$ cat src/rtl/counter_ctrl_pkg.sv
// Shared types for the counter command sequencer: FSM states and the latched command.
// Command field widths come from CTRL_WIDTH/CTRL_STEPS_W; instances must use matching parameters.
package counter_ctrl_pkg;

  localparam int CTRL_WIDTH   = 4;
  localparam int CTRL_STEPS_W = 8;

  typedef enum logic [1:0] {
    IDLE = 2'd0,
    LOAD = 2'd1,
    RUN  = 2'd2,
    DONE = 2'd3
  } ctrl_state_t;

  typedef struct packed {
    logic                    dir;
    logic [CTRL_WIDTH-1:0]   start;
    logic [CTRL_STEPS_W-1:0] steps;
  } ctrl_cmd_t;

endpackage

$ cat src/rtl/counter_ctrl_step_cnt.sv
// Remaining-steps down-counter: loaded with the step count on command acceptance,
// decremented once per enabled count cycle; is_one flags the final step.
module counter_ctrl_step_cnt #(
  parameter int STEPS_W = 8
) (
  input  logic               clk,
  input  logic               rst_n,
  input  logic               load,
  input  logic [STEPS_W-1:0] load_val,
  input  logic               dec,
  output logic               is_one
);

  logic [STEPS_W-1:0] cnt_q;
  logic [STEPS_W-1:0] cnt_d;

  always_comb begin
    cnt_d = cnt_q;
    if (load) begin
      cnt_d = load_val;
    end else if (dec) begin
      cnt_d = cnt_q - STEPS_W'(1);
    end
  end

  always_ff @(posedge clk or negedge rst_n) begin
    if (!rst_n) begin
      cnt_q <= '0;
    end else begin
      cnt_q <= cnt_d;
    end
  end

  assign is_one = (cnt_q == STEPS_W'(1));

endmodule

$ cat src/rtl/counter_ctrl.sv
// Command-driven sequencer for the up/down counter: load start value, step N cycles, report result.
// Optional saturation stop is compiled in with COUNTER_CTRL_SAT_EN.
module counter_ctrl
  import counter_ctrl_pkg::*;
#(
  parameter int WIDTH   = CTRL_WIDTH,
  parameter int STEPS_W = CTRL_STEPS_W
) (
  input  logic               clk,
  input  logic               rst_n,
  input  logic               cmd_valid,
  output logic               cmd_ready,
  input  logic               cmd_dir,
  input  logic [WIDTH-1:0]   cmd_start,
  input  logic [STEPS_W-1:0] cmd_steps,
  input  logic               abort,
  output logic               load_n,
  output logic               ce,
  output logic               up_down,
  output logic [WIDTH-1:0]   data_load,
  input  logic [WIDTH-1:0]   count_out,
  input  logic               max_count,
  input  logic               zero,
  output logic               busy,
  output logic               done,
  output logic [WIDTH-1:0]   result,
  output logic               sat,
  output logic               aborted
);

  ctrl_state_t      state_q, state_d;
  ctrl_cmd_t        cmd_q;
  logic [WIDTH-1:0] result_q;
  logic             aborted_q;
  logic             accept;
  logic             step_dec;
  logic             step_is_one;
  logic             sat_hit;
  logic             set_sat;
  logic             set_abort;

  assign accept = cmd_valid && (state_q == IDLE);

  counter_ctrl_step_cnt #(
    .STEPS_W (STEPS_W)
  ) u_step_cnt (
    .clk      (clk),
    .rst_n    (rst_n),
    .load     (accept),
    .load_val (cmd_steps),
    .dec      (step_dec),
    .is_one   (step_is_one)
  );

  // Abort wins over saturation, which wins over normal step completion.
  always_comb begin
    state_d   = state_q;
    load_n    = 1'b1;
    ce        = 1'b0;
    step_dec  = 1'b0;
    set_sat   = 1'b0;
    set_abort = 1'b0;
    case (state_q)
      IDLE: begin
        if (accept) state_d = LOAD;
      end
      LOAD: begin
        if (abort) begin
          state_d   = DONE;
          set_abort = 1'b1;
        end else begin
          load_n  = 1'b0;
          state_d = (cmd_q.steps != '0) ? RUN : DONE;
        end
      end
      RUN: begin
        if (abort) begin
          state_d   = DONE;
          set_abort = 1'b1;
        end else if (sat_hit) begin
          state_d = DONE;
          set_sat = 1'b1;
        end else begin
          ce       = 1'b1;
          step_dec = 1'b1;
          if (step_is_one) state_d = DONE;
        end
      end
      DONE: begin
        state_d = IDLE;
      end
      default: begin
        state_d = IDLE;
      end
    endcase
  end

  always_ff @(posedge clk or negedge rst_n) begin
    if (!rst_n) begin
      state_q   <= IDLE;
      cmd_q     <= '0;
      result_q  <= '0;
      aborted_q <= 1'b0;
    end else begin
      state_q <= state_d;
      if (accept) begin
        cmd_q <= '{dir: cmd_dir, start: cmd_start, steps: cmd_steps};
      end
      if (accept) begin
        aborted_q <= 1'b0;
      end else if (set_abort) begin
        aborted_q <= 1'b1;
      end
      if (state_q == DONE) begin
        result_q <= count_out;
      end
    end
  end

`ifdef COUNTER_CTRL_SAT_EN
  logic sat_q;

  assign sat_hit = (state_q == RUN) && (cmd_q.dir ? max_count : zero);

  always_ff @(posedge clk or negedge rst_n) begin
    if (!rst_n) begin
      sat_q <= 1'b0;
    end else if (accept) begin
      sat_q <= 1'b0;
    end else if (set_sat) begin
      sat_q <= 1'b1;
    end
  end

  assign sat = sat_q;
`else
  logic unused_sat;

  assign sat_hit    = 1'b0;
  assign unused_sat = &{1'b0, max_count, zero, set_sat};
  assign sat        = 1'b0;
`endif

  assign cmd_ready = (state_q == IDLE);
  assign busy      = (state_q != IDLE);
  assign done      = (state_q == DONE);
  assign up_down   = cmd_q.dir;
  assign data_load = cmd_q.start;
  // During DONE the live count is the result; the register keeps it afterwards.
  assign result    = (state_q == DONE) ? count_out : result_q;
  assign aborted   = aborted_q;

endmodule

$ cat config.mk
export PLATFORM = sky130hd
export DESIGN_NAME = counter_ctrl
export DESIGN_NICKNAME = d
export VERILOG_FILES = /design/src/rtl/counter_ctrl_pkg.sv /design/src/rtl/counter_ctrl_step_cnt.sv /design/src/rtl/counter_ctrl.sv
export SDC_FILE = /design/constraint.sdc
export NUM_CORES = 1
export LEC_CHECK = 0
export CORE_UTILIZATION = 46
export CTS_CLUSTER_DIAMETER = 120
export DETAILED_ROUTE_END_ITERATION = 6
export PLACE_DENSITY_LB_ADDON = 0.08
export SYNTH_ARGS = -nofsm -noshare
export SYNTH_HDL_FRONTEND = slang
export SYNTH_SLANG_ARGS = --single-unit
$ cat constraint.sdc
create_clock -name clk -period 1.6 [get_ports clk]
set_input_delay 0.48 -clock clk [delete_from_list [all_inputs] [get_ports clk]]
set_output_delay 0.48 -clock clk [all_outputs]
set_load 0.05 [all_outputs]
Fig. 1: drive-strength map
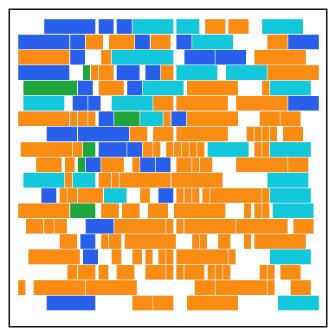
legend:
  cyan:
    size: drive 6 and up
    cells: 22
    share: 12%
    most_used: buf_12
  orange:
    size: drive 1 or less
    cells: 128
    share: 67%
    most_used: nand2_1
  blue:
    size: drive 3 to 4
    cells: 34
    share: 18%
    most_used: buf_4
  green:
    size: drive 2
    cells: 6
    share: 3.2%
    most_used: inv_2
final instance area: 2207 µm²
Buffers, non-clock: 57

Fig. 2: metal 1
The bar under the picture is 20 µm long. Cells faint in the background.
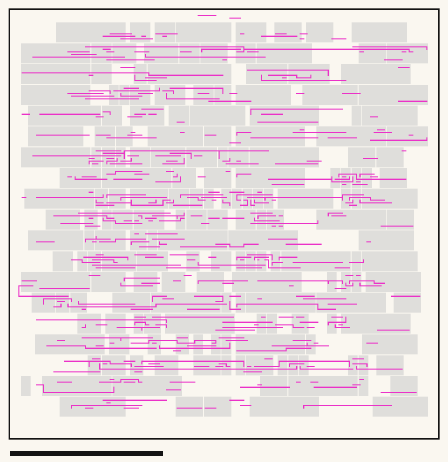
nets with wire on the layer: 181
main direction: horizontal
routed vias: 1131
met1 Usage GRT: 27.47%
Routed WL: 3307 µm

==> flow_summary.json <==
{
  "netlist_logic_family_top": "simple AND/OR/NAND/NOR gates",
  "overflow": 0,
  "ys_warn_count": 0,
  "place_congestion": 0.7987,
  "cp.arrival_ns": 1.47,
  "pwr-share-clk_pct": 9.1,
  "inverters": 6,
  "async_flop_share_pct": 100.0,
  "p_total_mw": 5.041,
  "r2r-end": "state_q[1]",
  "crit_path_end": "result[1]",
  "yosys.stat.seqShare_pct": 52.29,
  "status": "finished with violations",
  "rsz0062_at_grt": "true",
  "setup_viol": 11,
  "top_usage_layer": "met2",
  "grt_pass1_wl_um": 5395,
  "coreArea_um2": 2758,
  "wl_per_cell_um": 14.96,
  "die_y_um": 55.98,
  "routed.top_layer": "met4",
  "seq_share_pct": 31.80,
  "cp_max_fo": 5,
  "cts_resized": 12,
  "largest_area_cell": "dfrtp_1",
  "grt_use_total_pct": 22.40,
  "p_int_mw": 2.957,
  "synth_top_area_share_pct": 52.29,
  "clock_buffers": 3,
  "fin_skew_ns": 0.005369,
  "final_layout_size_suffix_gt1_share_pct": 32.63,
  "crit_slowest_cell": "dfrtp_2",
  "comb_area_share_pct": 30.67,
  "met2_length_um": 1761,
  "clock-sinks": 28,
  "yosys_area_um2": 1340,
  "via_per_inst": 5.118,
  "die_area_um2": 3133,
  "initialDrtViolationCount": 16,
  "worst-setup-path-type": "register to primary output",
  "layout_top_cell": "nand2_1",
  "worstRegToRegCells": 9,
  "clock_latency_ns": 0.32,
  "muxShareOfSynthArea_pct": 4.202,
  "dp_slack_ns": -0.3401,
  "postLayoutCoreUtil_pct": 80.04,
  "violations": "setup timing",
  "p_comb_share_pct": 64.8,
  "nFillCells": 172,
  "fin_ws_ns": -0.3484,
  "startpoint_type": "register",
  "postCtsHoldBufs": 0,
  "drt_pass1_iterations": 4,
  "final_max_slew_viol_count": 0,
  "dp_hpwl_um": 2245,
  "reg2reg_slack_ns": -0.23,
  "ir_drop_v": 0.002244,
  "use_met3_pct": 3.256,
  "ys_sh_aoi_pct": 5.976,
  "wl_met3_um": 162,
  "critPathLaunch": "state_q[1]",
  "drtAntennaViolNets": 0,
  "drv_cap": 0,
  "p_sw_mw": 2.084,
  "slowest_delay_ns": 0.46,
  "swShare_pct": 41.34,
  "simple_gate_area_share_pct": 20.82,
  "whs_ns": 0.4886,
  "cts_tree": "built",
  "post_cts.repair.setup_buffers": 8
}
Fig. 3: signal wires on met2
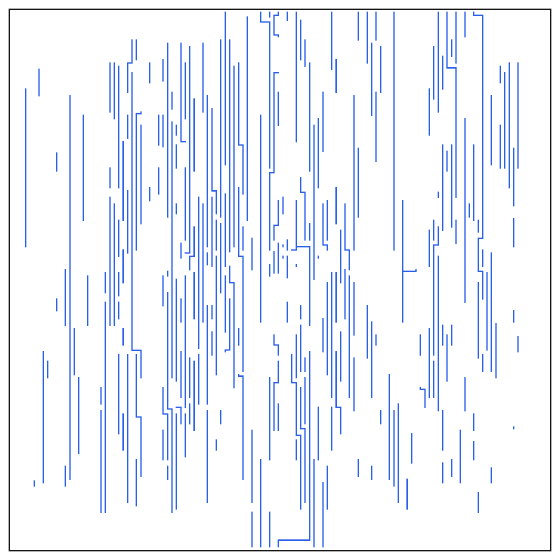
longest straight run: 39.8 µm
share of all routed wire: 53%
GR Util met2: 40.31%

logic make-up after synthesis:
group | after synthesis
AOI/OAI and AO/OA | 14
xor gates and xnor gates | 7
adders and majority gates | 7
buffers and inverters | 14
DFF | 28
muxes | 5
other | 1
and+or+nand+nor | 61
power by group through the flow:
stage	sequential, mW	clock [mW]	combinational (mW)
after floorplan	1.35	0	1.60
after global placement	1.32	0	2.77
after detailed placement	1.33	0	2.85
after CTS	1.31	0.467	3.14
after global routing	1.36	0.488	3.43
final	1.32	0.457	3.27
worst min path at each step:
stage / startpoint / endpoint / depth (start not counted)
finish: rst_n / cmd_q[5] / 2
global route: rst_n / cmd_q[5] / 2
CTS: rst_n / cmd_q[3] / 2
detailed placement: cmd_q[0] / cmd_q[0] / 2
global placement: cmd_q[4] / cmd_q[4] / 2
floorplan: rst_n / aborted / 0
Power is estimated from default activity; no workload was simulated.
